==> run_1/drive_strength.png <==
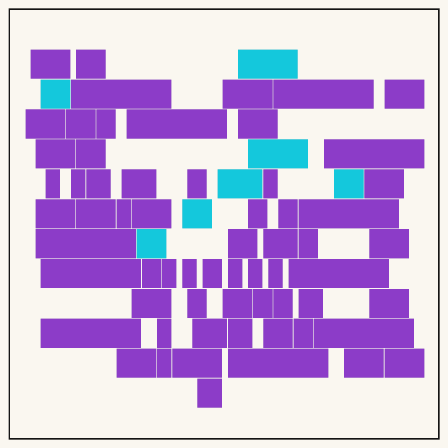
==> run_1/density.png <==
The die is cut into 8 by 8 equal tiles; white is low, dark blue is high, 0 to 100% covered.
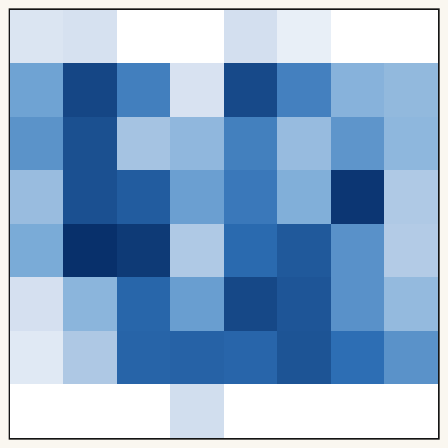
==> run_1/pins.png <==
The bar under the picture is 10 um long. Pins as bars across the die edge, other pins in gray.
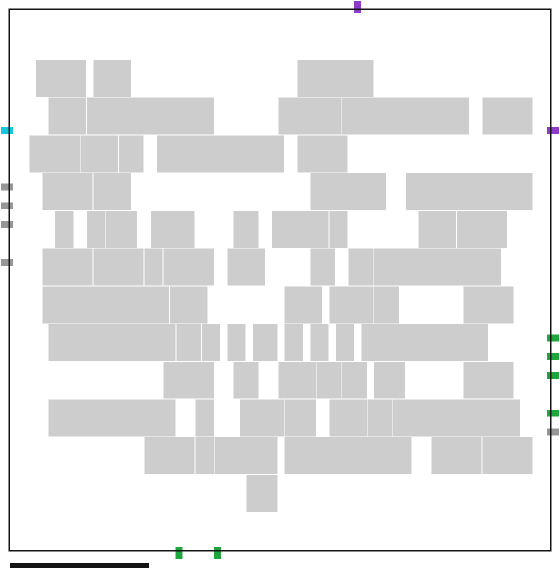
File: src/rtl/stop_watch_pkg.sv
// Shared definitions for the stopwatch: FSM state encoding and the
// display-field limits used by the counters and by the top level.
package stop_watch_pkg;

    typedef enum logic [1:0] {
        IDLE  = 2'd0,   // after reset, count held at 0:00
        RUN   = 2'd1,   // counting
        PAUSE = 2'd2    // count frozen
    } state_e;

    localparam int SEC_MAX = 59;
    localparam int MIN_MAX = 3;
    localparam int SEC_N   = SEC_MAX + 1;
    localparam int MIN_N   = MIN_MAX + 1;
    localparam int SEC_W   = 6;
    localparam int MIN_W   = 2;

endpackage

File: src/rtl/stop_watch_mod_counter.sv
// Modulo-N counter with enable, carry-out and async active-low clear.
// Ports:
//   clk_i    rising-edge clock
//   rst_ni   asynchronous active-low clear (count -> 0)
//   en_i     advance the count by one on this edge
//   count_o  registered count, 0..N-1
//   carry_o  high in the cycle whose enabled edge wraps N-1 -> 0
//            (combinational from en_i so counters can be chained)
module mod_counter #(
    parameter int N = 60,
    parameter int W = 6
) (
    input  logic         clk_i,
    input  logic         rst_ni,
    input  logic         en_i,
    output logic [W-1:0] count_o,
    output logic         carry_o
);

    logic [W-1:0] count_q;
    logic [W-1:0] count_d;
    logic         at_max;

    assign at_max = (count_q == W'(N - 1));

    always_comb begin
        count_d = count_q;
        if (en_i) begin
            count_d = at_max ? '0 : count_q + 1'b1;
        end
    end

    always_ff @(posedge clk_i or negedge rst_ni) begin
        if (!rst_ni) begin
            count_q <= '0;
        end else begin
            count_q <= count_d;
        end
    end

    assign count_o = count_q;
    assign carry_o = en_i && at_max;

endmodule

File: src/rtl/stop_watch.sv
// Minutes/seconds stopwatch, range 0:00..3:59, wrapping to 0:00.
// A prescaler divides clk down to a one-second tick while running.
// Ports:
//   clk        system clock, all state changes on rising edge
//   reset      asynchronous active-low reset (state IDLE, count 0:00)
//   start      level; start or resume counting (ignored while stop=1)
//   stop       level; pause counting, wins over start
//   minute     registered elapsed minutes, 0..3
//   second     registered elapsed seconds within the minute, 0..59
//   state_dbg  current FSM state, for observation only
//
// Handshake/control semantics: start and stop are plain levels sampled
// on each rising edge; there is no valid/ready handshake on this block.
module stop_watch
    import stop_watch_pkg::*;
#(
    parameter int TICKS_PER_SEC = 1
) (
    input  logic             clk,
    input  logic             reset,
    input  logic             start,
    input  logic             stop,
    output logic [MIN_W-1:0] minute,
    output logic [SEC_W-1:0] second,
    output state_e           state_dbg
);

    // At least one bit so TICKS_PER_SEC=1 still has a legal register.
    localparam int PRESC_W = (TICKS_PER_SEC > 1) ? $clog2(TICKS_PER_SEC) : 1;

    state_e               state_q, state_d;
    logic [PRESC_W-1:0]   presc_q, presc_d;
    logic                 run_en;
    logic                 tick;
    logic                 sec_carry;
    logic                 min_carry;

    // Counting happens only in RUN and not on the edge that samples stop.
    assign run_en = (state_q == RUN) && !stop;
    assign tick   = run_en && (presc_q == PRESC_W'(TICKS_PER_SEC - 1));

    always_comb begin
        state_d = state_q;
        presc_d = presc_q;
        unique case (state_q)
            IDLE: begin
                presc_d = '0;
                if (start && !stop) state_d = RUN;
            end
            RUN: begin
                if (stop) begin
                    state_d = PAUSE;
                end else begin
                    presc_d = tick ? '0 : presc_q + 1'b1;
                end
            end
            PAUSE: begin
                // prescaler holds so a resume finishes the partial second
                if (start && !stop) state_d = RUN;
            end
            default: begin
                state_d = IDLE;
                presc_d = '0;
            end
        endcase
    end

    always_ff @(posedge clk or negedge reset) begin
        if (!reset) begin
            state_q <= IDLE;
            presc_q <= '0;
        end else begin
            state_q <= state_d;
            presc_q <= presc_d;
        end
    end

    mod_counter #(
        .N (SEC_N),
        .W (SEC_W)
    ) u_sec (
        .clk_i   (clk),
        .rst_ni  (reset),
        .en_i    (tick),
        .count_o (second),
        .carry_o (sec_carry)
    );

    mod_counter #(
        .N (MIN_N),
        .W (MIN_W)
    ) u_min (
        .clk_i   (clk),
        .rst_ni  (reset),
        .en_i    (sec_carry),
        .count_o (minute),
        .carry_o (min_carry)
    );

    assign state_dbg = state_q;

    // The minute counter only wraps out of the final second of the range.
    a_full_wrap : assert property (@(posedge clk) disable iff (!reset)
        min_carry |-> (minute == MIN_W'(MIN_MAX) && second == SEC_W'(SEC_MAX)));

endmodule

File: config.mk
export PLATFORM = sky130hd
export DESIGN_NAME = stop_watch
export DESIGN_NICKNAME = d
export VERILOG_FILES = /design/src/rtl/stop_watch_pkg.sv /design/src/rtl/stop_watch_mod_counter.sv /design/src/rtl/stop_watch.sv
export SDC_FILE = /design/constraint.sdc
export NUM_CORES = 1
export LEC_CHECK = 0
export ABC_CLOCK_PERIOD_IN_PS = 3000
export CAP_MARGIN = 10
export CORE_UTILIZATION = 41
export CTS_CLUSTER_DIAMETER = 100
export DETAILED_ROUTE_END_ITERATION = 12
export HOLD_SLACK_MARGIN = 0.15
export PLACE_DENSITY = 0.69
export REMOVE_ABC_BUFFERS = 1
export SETUP_SLACK_MARGIN = 0.15
export SLEW_MARGIN = 20
export SYNTH_ARGS = -nofsm -noshare
export SYNTH_HDL_FRONTEND = slang
export SYNTH_SLANG_ARGS = --single-unit
File: constraint.sdc
create_clock -name clk -period 3 [get_ports clk]
set_input_delay 0.3 -clock clk [delete_from_list [all_inputs] [get_ports clk]]
set_output_delay 0.3 -clock clk [all_outputs]
set_load 0.005 [all_outputs]
==> flow_summary.json, run 1 <==
{
  "slew_headroom": 0.6660,
  "timing.hold.ws_ns": 0.3609,
  "edf_count": 0,
  "cp.required_ns": 3.16,
  "cp_max_fo": 7,
  "status": "completed",
  "wl_um": 1146,
  "synthCells": 54,
  "pwr_density_cell_nw_per_um2": 630.4,
  "yosysWarnings": 0,
  "ys_async_sr_fraction": 1.000,
  "final_cell_count_no_fill": 84,
  "firstDrtPassIters": 4,
  "num-nets-final": 77,
  "most_common_cell": "dfrtp_1",
  "crit_buf_inv": 1,
  "p_switching_uw": 152.7,
  "finClkSkew_ns": 0.007585,
  "pwr-share-clk": 0.215,
  "drt_iter0_drc": 14,
  "post_cts_buffers": 0,
  "grt_max_degree": 13,
  "slew_viol_final": 0,
  "cpMaxStageDelayCell": "or4b_1",
  "htreeDepth": 1,
  "fin_ws_ns": 1.035,
  "internal_power_uw": 308.8,
  "crit_chain": "clkdlybuf4s50_1 -> or4b_1 -> or3_4 -> mux2_4",
  "seqPwrFrac": 0.496,
  "period_used_share": 0.6549,
  "top_cell_area_share": 0.4922,
  "clockBufferDepth": 2,
  "warnings": 25
}
Back to the opening pictures, drive_strength.png:
size	color	cells	share	most used
drive 3 to 4	cyan	7	10%	clkbuf_4
drive 1 or less	purple	63	90%	clkdlybuf4s50_1

Back to the opening pictures, density.png:
tiles over 75% full	27%
nearly empty tiles	17%
fullest tile	100%

Back to the opening pictures, pins.png:
port	color	pins	direction	edge
minute	purple	2	output	1 right, 1 top
second	green	6	output	4 right, 2 bottom
clk	cyan	1	input	left
all pins by edge	6 right, 5 left, 2 bottom, 1 top

[run 1: worst reg2reg max path: cells and delay by family, from the launching register on]
kind             cells  cell delay, ns
multiplexers         1            0.30
AND/OR/NAND/NOR      2            1.08
flip-flops           1            0.42
[run 1: power by group through the flow]
| stage | clock network, mW | logic (mW) | registers, mW |
|---|---|---|---|
| finish | 0.0994 | 0.133 | 0.229 |
| global route | 0.111 | 0.155 | 0.237 |
| detailed placement | 0 | 0.134 | 0.230 |
| CTS | 0.104 | 0.135 | 0.228 |
| floorplan | 0 | 0.0540 | 0.223 |
| global placement | 0 | 0.131 | 0.229 |
[run 1: final cells by class]
| class | count | area [sq um] | share of cell area |
|---|---|---|---|
| tap | 14 | 17.52 | 0.02393 |
| inverter | 3 | 11.26 | 0.01538 |
| timing repair buffer | 14 | 137.6 | 0.1880 |
| multi-input combinational | 38 | 264.0 | 0.3607 |
| sequential | 11 | 275.3 | 0.3761 |
| clock buffer | 4 | 26.28 | 0.03590 |
[run 1: final timing paths]
check,start,end,cells past startpoint
max in group asynchronous,reset,presc_q,1
min reg2reg,u_min.count_o[1],u_min.count_o[1],1
min,reset,u_sec.count_o[3],1
max,stop,u_min.count_o[0],4
min in group clk,u_min.count_o[1],u_min.count_o[1],1
max reg2reg,state_dbg[1],u_min.count_o[0],3
[run 1: cells by family after synthesis]
kind of cell,count (synthesis),share of synthesized area
and+or+nand+nor,18,0.1924
AOI/OAI and AO/OA,15,0.1633
DFF,11,0.4922
buffers and inverters,5,0.03578
muxes,3,0.07159
adders and majority gates,2,0.04474
[run 1: layout by cell type (no fill, tap or decap), types with 2 or more instances in the layout]
master / instances
nand2_1: 5
nand4_1: 2
dfrtp_1: 11
o21ai_0: 9
inv_1: 3
clkdlybuf4s50_1: 13
mux2_4: 2
ha_1: 2
nand3_1: 2
nor2_1: 2
clkbuf_4: 3
[run 1: through the flow]
stage | utilization | area (sq um)
global route | 0.6171 | 732.0
detailed placement | 0.5949 | 705.7
floorplan | - | 550.5
finish | 0.6171 | 732.0
CTS | 0.6171 | 732.0
global placement | 0.5949 | 705.7
[run 1: sequential cells by signal, summed over array words and instances, names as in the netlist]
name,flops
u_sec.count_o,6
state_dbg,2
u_min.count_o,2
presc_q,1
[run 1: metal layers]
layer / GRT usage / share of wire / vias to the layer above
met5: 0 / 0 / -
met4: 0.1121 / 0.016 / 0
met2: 0.3125 / 0.50 / 21
met3: 0.1040 / 0.069 / 5
li1: - / - / 234
met1: 0.2194 / 0.42 / 230
==> run_1/final_placement.png <==
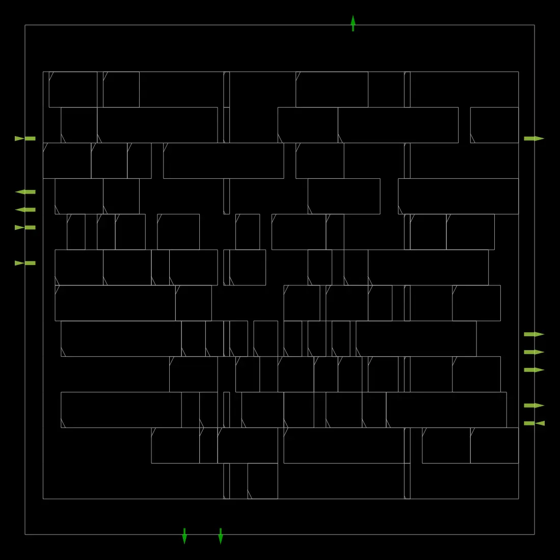

==> run 1 -> run 2 <==
--- a/config.mk
+++ b/config.mk
@@ -5,13 +5,13 @@
 export SDC_FILE = /design/constraint.sdc
 export NUM_CORES = 1
 export LEC_CHECK = 0
-export ABC_CLOCK_PERIOD_IN_PS = 3000
+export ABC_CLOCK_PERIOD_IN_PS = 1800
 export CAP_MARGIN = 10
 export CORE_UTILIZATION = 41
 export CTS_CLUSTER_DIAMETER = 100
 export DETAILED_ROUTE_END_ITERATION = 12
 export HOLD_SLACK_MARGIN = 0.15
-export PLACE_DENSITY = 0.69
+export PLACE_DENSITY = 0.71
 export REMOVE_ABC_BUFFERS = 1
 export SETUP_SLACK_MARGIN = 0.15
 export SLEW_MARGIN = 20
==> constraint.sdc (replaced) <==
create_clock -name clk -period 1.8 [get_ports clk]
set_input_delay 0.18 -clock clk [delete_from_list [all_inputs] [get_ports clk]]
set_output_delay 0.18 -clock clk [all_outputs]
set_load 0.005 [all_outputs]
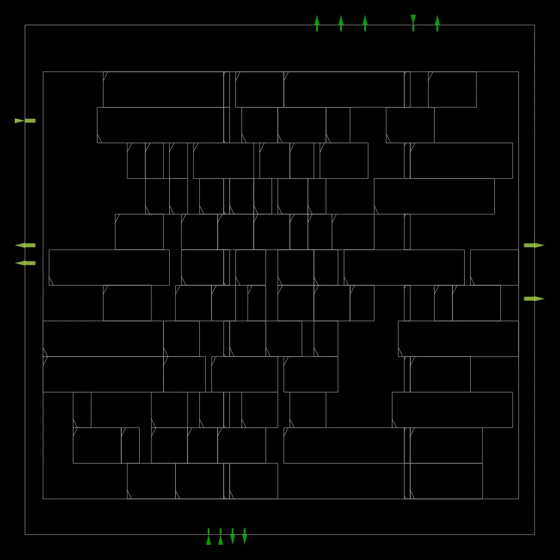
(run_2/final_placement.png)
tap cells: 14
row count: 12

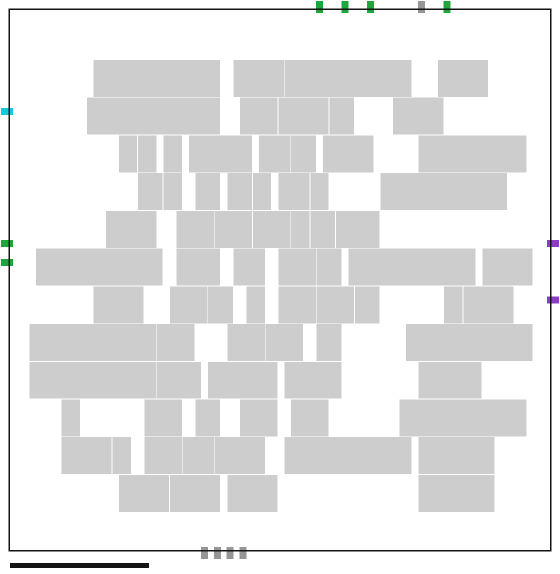
(run_2/pins.png)
The bar under the picture is 10 um long. Pins as bars across the die edge, other pins in gray.
port	color	pins	direction	edge
clk	cyan	1	input	left
second	green	6	output	4 top, 2 left
minute	purple	2	output	right
all pins by edge	5 top, 4 bottom, 3 left, 2 right
Die X: 38.94 um
Die Ht: 38.94 um

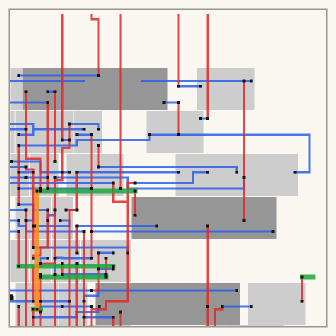
(run_2/zoom.png)
Region (19, 19) to (39, 39) um. Cells in gray, sequential cells in the stronger gray; small squares are vias.
layer	color
met4	orange
met3	green
met1	blue
met2	red
cells with their middle in the window	19
most frequent	clkdlybuf4s50_1 (5), o21ai_0 (3), dfrtp_1 (3)
netlist names of flops here include	u_sec.count_o (3)
sequential cells in the window	3

==> run 2 against run 1 <==
Combinational power grew 110%. Global-route usage shrank 1.8 points. Register-to-register slack lost 0.96 ns. Final cell count grew 7.1%. Sequential power grew 63%. Critical endpoint is now u_min.count_o[1]. Setup slack lost 0.92 ns. Utilization grew 5.4 points. Synthesized cell count is the same. Count of clock-buffer cells in the layout is the same. Worst hold slack lost 0.12 ns.
==> flow_summary.json, run 2 <==
{
  "status": "completed",
  "comb_area_sq_um": 281.5,
  "met2_wirelength_um": 562,
  "pwr_density_cell_nw_per_um2": 1038,
  "cp.required_ns": 1.95,
  "synthCells": 54,
  "fin_area_sq_um": 795.8,
  "met3_length_um": 51,
  "largest_reg_flops": 6,
  "top_area_cell": "dfrtp_1",
  "yosysWarnings": 0,
  "utilization": 0.6709,
  "r2r_start": "presc_q",
  "final_cell_mix": "13 x clkdlybuf4s50_1, 10 x dfrtp_1, 7 x o21ai_0, 7 x buf_4, 5 x nand2_1",
  "routed.top_layer": "met4",
  "slew_viol_final": 0,
  "clockBufferDepth": 2,
  "cpMaxStageDelayCell": "or4b_4",
  "timing.hold.ws_ns": 0.2380,
  "slew_headroom": 0.6816,
  "dpl_cell_area_sq_um": 743.2,
  "layout_top_cell": "clkdlybuf4s50_1",
  "edf_count": 0,
  "cp_max_fo": 3,
  "firstDrtPassIters": 4,
  "grt_max_degree": 13,
  "wl_um": 1245,
  "crit_chain": "or4b_4 -> or3_4 -> mux2_4",
  "htreeDepth": 1
}
==> run 2: through the flow <==
stage | std cells | setup WS, ns
4_1_cts | 89 | 0.1101
3_5_place_dp | 85 | -0.1251
6_report | 90 | 0.1190
2_1_floorplan | 52 | -0.03950
3_3_place_gp | 85 | -0.1060
5_1_grt | 90 | 0.08053
==> run 2: kinds of logic after synthesis <==
kind of cell | synth area share
adder cells (fa/ha/maj) | 0.04474
AND-OR/OR-AND | 0.1633
flip-flops | 0.4922
buffers and inverters | 0.03578
multiplexers | 0.07159
AND/OR/NAND/NOR | 0.1924
==> run 2: path summary, 6_finish.rpt <==
check | end | slack, ns | cells after the start
worst min-delay path | u_sec.count_o[4] | 0.24 | 1
worst max register to register | u_min.count_o[1] | 0.12 | 3
worst min register to register | u_sec.count_o[0] | 0.55 | 1
worst max-delay path | u_min.count_o[1] | 0.12 | 3
max in group asynchronous | u_sec.count_o[0] | 1.21 | 1
min in group clk | state_dbg[0] | 0.54 | 3
==> run 2: timing repair <==
action                     in CTS  in global routing
setup endpoints to repair       4                  5
gates resized                   1                  5
buffers inserted                0                  1
pin swaps                       4                  0
hold endpoints to repair        0                  0
==> run 2: power breakdown <==
part	leakage, nW	switching [mW]	internal (mW)
Combinational	0.190	0.122	0.162
Sequential	0.140	0.0771	0.297
Clock	0.0150	0.0831	0.0856
==> run 2: layer usage <==
metal / vias to the layer above / GRT usage
met1: 226 / 0.2302
met3: 4 / 0.03468
met2: 14 / 0.3000
met5: - / 0
met4: 0 / 0.08621
li1: 242 / -
==> run 2: worst max-delay path: cells and delay by family, from the launching register on <==
family / cells / cell delay (ns)
flip-flops: 1 / 0.39
multiplexers: 1 / 0.30
AND/OR/NAND/NOR: 2 / 0.88
==> run 2: final cells by class <==
class | instances | share of cell area
Clock buffer | 4 | 0.03302
Inverter | 3 | 0.01415
Multi-Input combinational cell | 38 | 0.3538
Sequential cell | 11 | 0.3475
Tap cell | 14 | 0.02201
Timing Repair Buffer | 20 | 0.2296
No activity file was given, so power comes from the tool's default toggle rates.
